Figure 1. Clock wires, drivers and flops.
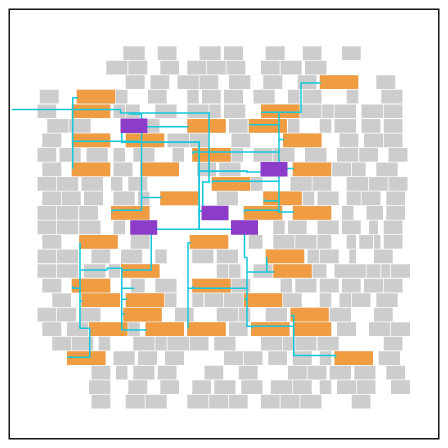
Figure 2. Clock nets.
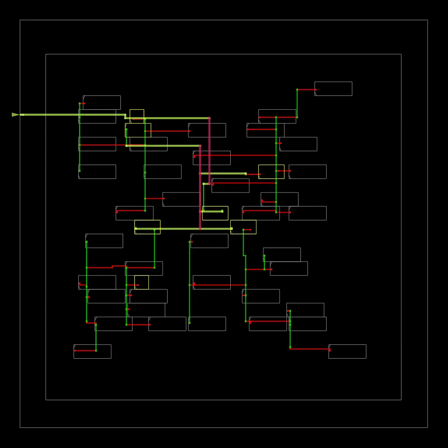
Figure 3. Sizing map.
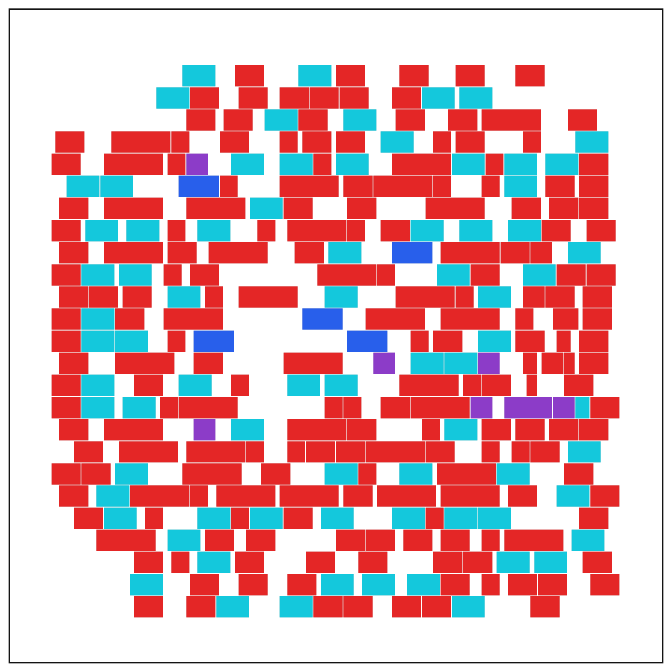
Figure 4. Cell classes on the final placement.
The bar under the picture is 20 um long.
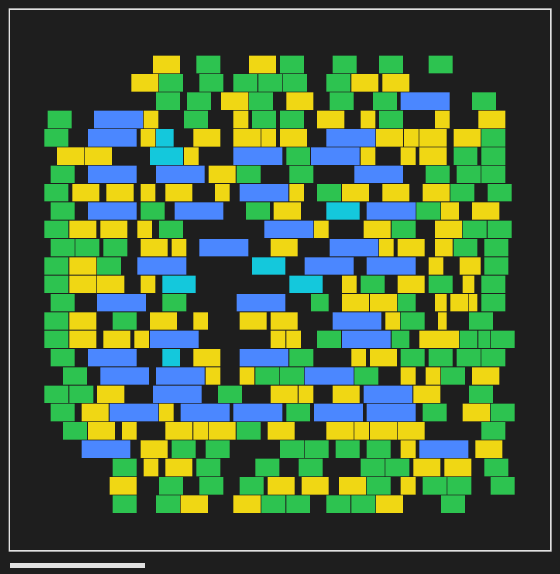
### src/rtl/wb_pkg.sv
// Shared types and constants for the writeback arbiter.
// Types and constants used by both the arbiter and its starvation counter.
package wb_pkg;

    localparam int unsigned DataW = 32;
    localparam int unsigned AddrW = 5;
    localparam int unsigned CntW  = 4;
    localparam int unsigned X0    = 0;

    typedef struct packed {
        logic [AddrW-1:0] reg_idx;
        logic [DataW-1:0] data;
    } wb_req_t;

    typedef enum logic {PRI_A, FORCE_B} grant_st_e;

endpackage

### src/rtl/wb_arbiter_if.sv
// Writeback arbiter bus: two requesters, the stall input and the register-file write port.
interface wb_arbiter_if #(
    parameter int unsigned DATA_W = 32,
    parameter int unsigned ADDR_W = 5
);

    logic              i_aValid;
    logic [ADDR_W-1:0] i_aReg;
    logic [DATA_W-1:0] i_aData;
    logic              o_aReady;
    logic              i_bValid;
    logic [ADDR_W-1:0] i_bReg;
    logic [DATA_W-1:0] i_bData;
    logic              o_bReady;
    logic              i_stall;
    logic              o_wrSig;
    logic [ADDR_W-1:0] o_wrReg;
    logic [DATA_W-1:0] o_wrData;

    modport slave (
        input  i_aValid, i_aReg, i_aData, i_bValid, i_bReg, i_bData, i_stall,
        output o_aReady, o_bReady, o_wrSig, o_wrReg, o_wrData
    );

    modport master (
        output i_aValid, i_aReg, i_aData, i_bValid, i_bReg, i_bData, i_stall,
        input  o_aReady, o_bReady, o_wrSig, o_wrReg, o_wrData
    );

endinterface

### src/rtl/wb_starve_ctr.sv
// Requester-B wait counter and two-state grant FSM; forces a B grant once B has waited MAX_WAIT.
module wb_starve_ctr
    import wb_pkg::*;
#(
    parameter int unsigned MAX_WAIT = 4
) (
    input  logic i_clk,
    input  logic i_reset,
    input  logic i_stall,
    input  logic i_bValid,
    input  logic i_bXfer,
    output logic o_forceB
);

    localparam logic [CntW-1:0] Limit = CntW'(MAX_WAIT);

    logic [CntW-1:0] cnt_q, cnt_d;
    grant_st_e       st_q, st_d;

    always_comb begin
        cnt_d = cnt_q;
        if (!i_bValid) begin
            cnt_d = '0;
        end else if (i_stall) begin
            cnt_d = cnt_q;
        end else if (i_bXfer) begin
            cnt_d = '0;
        end else if (cnt_q < Limit) begin
            cnt_d = cnt_q + 1'b1;
        end
        st_d = (cnt_d == Limit) ? FORCE_B : PRI_A;
    end

    always_ff @(posedge i_clk) begin
        if (i_reset) begin
            cnt_q <= '0;
            st_q  <= PRI_A;
        end else begin
            cnt_q <= cnt_d;
            st_q  <= st_d;
        end
    end

    assign o_forceB = (st_q == FORCE_B);

endmodule

### src/rtl/wb_arbiter.sv
// Two-requester writeback arbiter, A over B, with a one-cycle registered write port.
// Define WB_ARB_STARVE_EN to add the requester-B starvation limit (MAX_WAIT).
module wb_arbiter
    import wb_pkg::*;
#(
    parameter int unsigned DATA_W   = 32,
    parameter int unsigned ADDR_W   = 5,
    parameter int unsigned MAX_WAIT = 4
) (
    input logic          i_clk,
    input logic          i_reset,
    wb_arbiter_if.slave  bus
);

    if (MAX_WAIT < 1 || MAX_WAIT > 15) begin : g_bad_max_wait
        $error("wb_arbiter: MAX_WAIT must be in 1..15");
    end

    logic force_b;
    logic can_go;
    logic a_xfer, b_xfer;

`ifdef WB_ARB_STARVE_EN
    wb_starve_ctr #(
        .MAX_WAIT(MAX_WAIT)
    ) u_starve_ctr (
        .i_clk   (i_clk),
        .i_reset (i_reset),
        .i_stall (bus.i_stall),
        .i_bValid(bus.i_bValid),
        .i_bXfer (b_xfer),
        .o_forceB(force_b)
    );
`else
    assign force_b = 1'b0;
`endif

    assign can_go = ~i_reset & ~bus.i_stall;
    // force_b only steals the slot from A while B is actually presenting.
    assign a_xfer = can_go & bus.i_aValid & ~(force_b & bus.i_bValid);
    assign b_xfer = can_go & bus.i_bValid & (force_b | ~bus.i_aValid);

    assign bus.o_aReady = a_xfer;
    assign bus.o_bReady = b_xfer;

    logic              wr_sig_q, wr_sig_d;
    logic [ADDR_W-1:0] wr_reg_q, wr_reg_d;
    logic [DATA_W-1:0] wr_data_q, wr_data_d;

    always_comb begin
        wr_sig_d  = 1'b0;
        wr_reg_d  = wr_reg_q;
        wr_data_d = wr_data_q;
        if (a_xfer) begin
            wr_sig_d  = (bus.i_aReg != ADDR_W'(X0));
            wr_reg_d  = bus.i_aReg;
            wr_data_d = bus.i_aData;
        end else if (b_xfer) begin
            wr_sig_d  = (bus.i_bReg != ADDR_W'(X0));
            wr_reg_d  = bus.i_bReg;
            wr_data_d = bus.i_bData;
        end
    end

    always_ff @(posedge i_clk) begin
        if (i_reset) begin
            wr_sig_q  <= 1'b0;
            wr_reg_q  <= '0;
            wr_data_q <= '0;
        end else begin
            wr_sig_q  <= wr_sig_d;
            wr_reg_q  <= wr_reg_d;
            wr_data_q <= wr_data_d;
        end
    end

    // Reset also masks the write port in the cycle it is asserted, dropping an in-flight write.
    assign bus.o_wrSig  = wr_sig_q & ~i_reset;
    assign bus.o_wrReg  = i_reset ? '0 : wr_reg_q;
    assign bus.o_wrData = i_reset ? '0 : wr_data_q;

endmodule

### src/flat_wrapper.sv
// flat-port wrapper written by rule: the top's interface ports become plain ports
module wb_arbiter_flat import wb_pkg::*;
#(
    parameter int unsigned DATA_W   = 32,
    parameter int unsigned ADDR_W   = 5,
    parameter int unsigned MAX_WAIT = 4
)
  (i_clk, i_reset, bus_i_aValid, bus_i_aReg, bus_i_aData, bus_i_bValid, bus_i_bReg, bus_i_bData, bus_i_stall, bus_o_aReady, bus_o_bReady, bus_o_wrSig, bus_o_wrReg, bus_o_wrData);
  wb_arbiter_if #(.DATA_W(DATA_W), .ADDR_W(ADDR_W)) bus_i ();
  input logic i_clk;
  input logic i_reset;
  input wire logic [$bits(bus_i.i_aValid)-1:0] bus_i_aValid;
  input wire logic [$bits(bus_i.i_aReg)-1:0] bus_i_aReg;
  input wire logic [$bits(bus_i.i_aData)-1:0] bus_i_aData;
  input wire logic [$bits(bus_i.i_bValid)-1:0] bus_i_bValid;
  input wire logic [$bits(bus_i.i_bReg)-1:0] bus_i_bReg;
  input wire logic [$bits(bus_i.i_bData)-1:0] bus_i_bData;
  input wire logic [$bits(bus_i.i_stall)-1:0] bus_i_stall;
  output wire logic [$bits(bus_i.o_aReady)-1:0] bus_o_aReady;
  output wire logic [$bits(bus_i.o_bReady)-1:0] bus_o_bReady;
  output wire logic [$bits(bus_i.o_wrSig)-1:0] bus_o_wrSig;
  output wire logic [$bits(bus_i.o_wrReg)-1:0] bus_o_wrReg;
  output wire logic [$bits(bus_i.o_wrData)-1:0] bus_o_wrData;
  assign bus_i.i_aValid = bus_i_aValid;
  assign bus_i.i_aReg = bus_i_aReg;
  assign bus_i.i_aData = bus_i_aData;
  assign bus_i.i_bValid = bus_i_bValid;
  assign bus_i.i_bReg = bus_i_bReg;
  assign bus_i.i_bData = bus_i_bData;
  assign bus_i.i_stall = bus_i_stall;
  assign bus_o_aReady = bus_i.o_aReady;
  assign bus_o_bReady = bus_i.o_bReady;
  assign bus_o_wrSig = bus_i.o_wrSig;
  assign bus_o_wrReg = bus_i.o_wrReg;
  assign bus_o_wrData = bus_i.o_wrData;
  wb_arbiter #(.DATA_W(DATA_W), .ADDR_W(ADDR_W), .MAX_WAIT(MAX_WAIT)) u_core (.i_clk(i_clk), .i_reset(i_reset), .bus(bus_i));
endmodule
### config.mk
export PLATFORM = sky130hd
export DESIGN_NAME = wb_arbiter_flat
export DESIGN_NICKNAME = d
export VERILOG_FILES = /design/src/rtl/wb_pkg.sv /design/src/rtl/wb_arbiter_if.sv /design/src/rtl/wb_starve_ctr.sv /design/src/rtl/wb_arbiter.sv /design/src/flat_wrapper.sv
export SDC_FILE = /design/constraint.sdc
export NUM_CORES = 1
export LEC_CHECK = 0
export CAP_MARGIN = 20
export CORE_MARGIN = 5
export CORE_UTILIZATION = 40
export CTS_BUF_LIST = sky130_fd_sc_hd__clkbuf_2 sky130_fd_sc_hd__clkbuf_4 sky130_fd_sc_hd__clkbuf_8
export DETAILED_ROUTE_END_ITERATION = 10
export PLACE_DENSITY = 0.85
export SYNTH_ARGS = -nofsm -noshare
export SYNTH_HDL_FRONTEND = slang
export SYNTH_SLANG_ARGS = --single-unit
### constraint.sdc
create_clock -name i_clk -period 3.33 [get_ports i_clk]
set_input_delay 0.4995 -clock i_clk [delete_from_list [all_inputs] [get_ports i_clk]]
set_output_delay 0.4995 -clock i_clk [all_outputs]
set_load 0.02 [all_outputs]
==> Table 3: Implementation characteristics <==
Summary of implementation characteristics

Parameter                              Value

Clock network
  Clock-pin slew of the registers on the worst-case setup and hold paths    0.07 ns

GRT
  Initial antenna violation count    0
  Wire length of the first global-routing pass    7.797 mm

Hold path
  Path class of the lowest-slack min-delay path    input port to flip-flop

Power
  Maximum resistive drop on vdd    between 0.2 and 0.25 mV
  Fraction of power spent switching nets    0.2279

Run status
  Run status    complete, no violations

Final layout
  Final layout net count    between 300 and 400
  Leading cell type in the layout, fill and taps excluded    sky130_fd_sc_hd__clkdlybuf4s50_1

Detailed routing
  Final routed DRC violation total    0

Place
  Worst Setup Slack post-DPL    0.6314 ns
  I/O Buffers    118

Floorplanning
  Die extent in y    80.17 um

Setup path
  Crit path arrival time    2.21 ns
  Critical path endpoint category    output pin

Synthesis
  Main combinational cell family by area after synthesis    multiplexers
  Adders+Majority by Area    0
  Area fraction in compound gates    0.005083

STA
  Setup repair after global routing missed its margin    no
  Setup TNS after final layout    0 ns
Notes on Figure 1 above:
[clock wires] cyan | length: 431 um
[cells driving clock nets] purple | count: 5
[flip-flops] orange | count: 38
routed clock nets: 6
Clock Power Share: 0.271
clock skew: 0 ns
clock group total power: 0.298 mW

Notes on Figure 2 above:
Skew-Pair Late Insertion Delay: 0.28 ns
Clock Sinks: 38
flip-flop and latch count: 38

Notes on Figure 3 above:
| size | colour | cells |
|---|---|---|
| drive 1 or less | red | 201 |
| drive 2 | cyan | 75 |
| drive 3 to 4 | purple | 7 |
| drive 6 and up | blue | 5 |
final cell area excluding filler cells: 0.003271 mm2
Plain + repair buffers: 122
layout-stage area growth over the synthesis result: 66.07%
least setup slack across all paths after layout: 0.6251 ns

Notes on Figure 4 above:
| class | colour | cells |
|---|---|---|
| flip-flops | blue | 38 |
| clock drivers and dummy loads | cyan | 7 |
| all other logic | yellow | 121 |
| other buffers and delay cells | green | 122 |
core footprint: 0.004755 mm2
post-route core utilization: 0.6879
placement row count: 25
proportion of cell area occupied by registers: 0.2326

final timing paths:
| check | end | cells after the start | start |
|---|---|---|---|
| min | u_core.wr_sig_q | 4 | bus_i_aValid |
| max reg2reg | u_core.wr_data_q[7] | 2 | u_core.wr_data_q[7] |
| max | bus_o_aReady | 4 | i_reset |
| min reg2reg | u_core.wr_reg_q[2] | 2 | u_core.wr_reg_q[2] |
state kept, by name (all words and copies together), names as in the netlist:
register          cells
u_core.wr_data_q     32
u_core.wr_reg_q       5
u_core.wr_sig_q       1
worst max-delay path: stages:
cell and delay (ns):
sky130_fd_sc_hd__clkdlybuf4s50_1 0.46, sky130_fd_sc_hd__buf_4 0.30, sky130_fd_sc_hd__nor3b_1 0.29, sky130_fd_sc_hd__clkdlybuf4s50_1 0.65
cells by family after synthesis:
group | Yosys count
muxes | 74
DFF | 38
and+or+nand+nor | 45
buffers and inverters | 11
AOI/OAI and AO/OA | 2
synth_stat cells, drive strengths merged:
master / count / share of area
mux2: 74 / 0.42
dfxtp: 38 / 0.39
nor2b: 38 / 0.12
clkbuf: 6 / 0.011
buf: 5 / 0.025
o21ai: 2 / 0.0051
or4: 2 / 0.0076
nand2: 1 / 0.0019
nor2: 1 / 0.0019
nor3: 1 / 0.0083
nor3b: 1 / 0.0038
nor4b: 1 / 0.0044
routing by layer:
layer | track usage | routed length [um]
met5 | 0 | 0
met1 | 0.1807 | 2073
met2 | 0.2682 | 2436
met4 | 0.02534 | 29
met3 | 0.05717 | 462
per-stage QoR:
| stage | instance area, um2 | std cells |
|---|---|---|
| 5_1_grt | 3271 | 355 |
| 2_1_floorplan | 1969 | 170 |
| 6_report | 3271 | 355 |
| 4_1_cts | 3271 | 355 |
| 3_3_place_gp | 3187 | 348 |
| 3_5_place_dp | 3187 | 348 |
power by group through the flow:
stage	combinational, mW	sequential [mW]	clock, mW
finish	0.303	0.498	0.298
global route	0.324	0.501	0.335
CTS	0.307	0.498	0.311
detailed placement	0.305	0.508	0
global placement	0.300	0.507	0
floorplan	0.152	0.505	0
area by class of cell:
type | instances | area (um2)
fillers | 409 | 1484
repair buffers | 122 | 1206
well taps | 67 | 83.83
flip-flops and latches | 38 | 760.7
clock buffers | 7 | 83.83
multi-input cells | 121 | 1136
Power figures rest on the tool's default switching activity, not on a simulated workload.
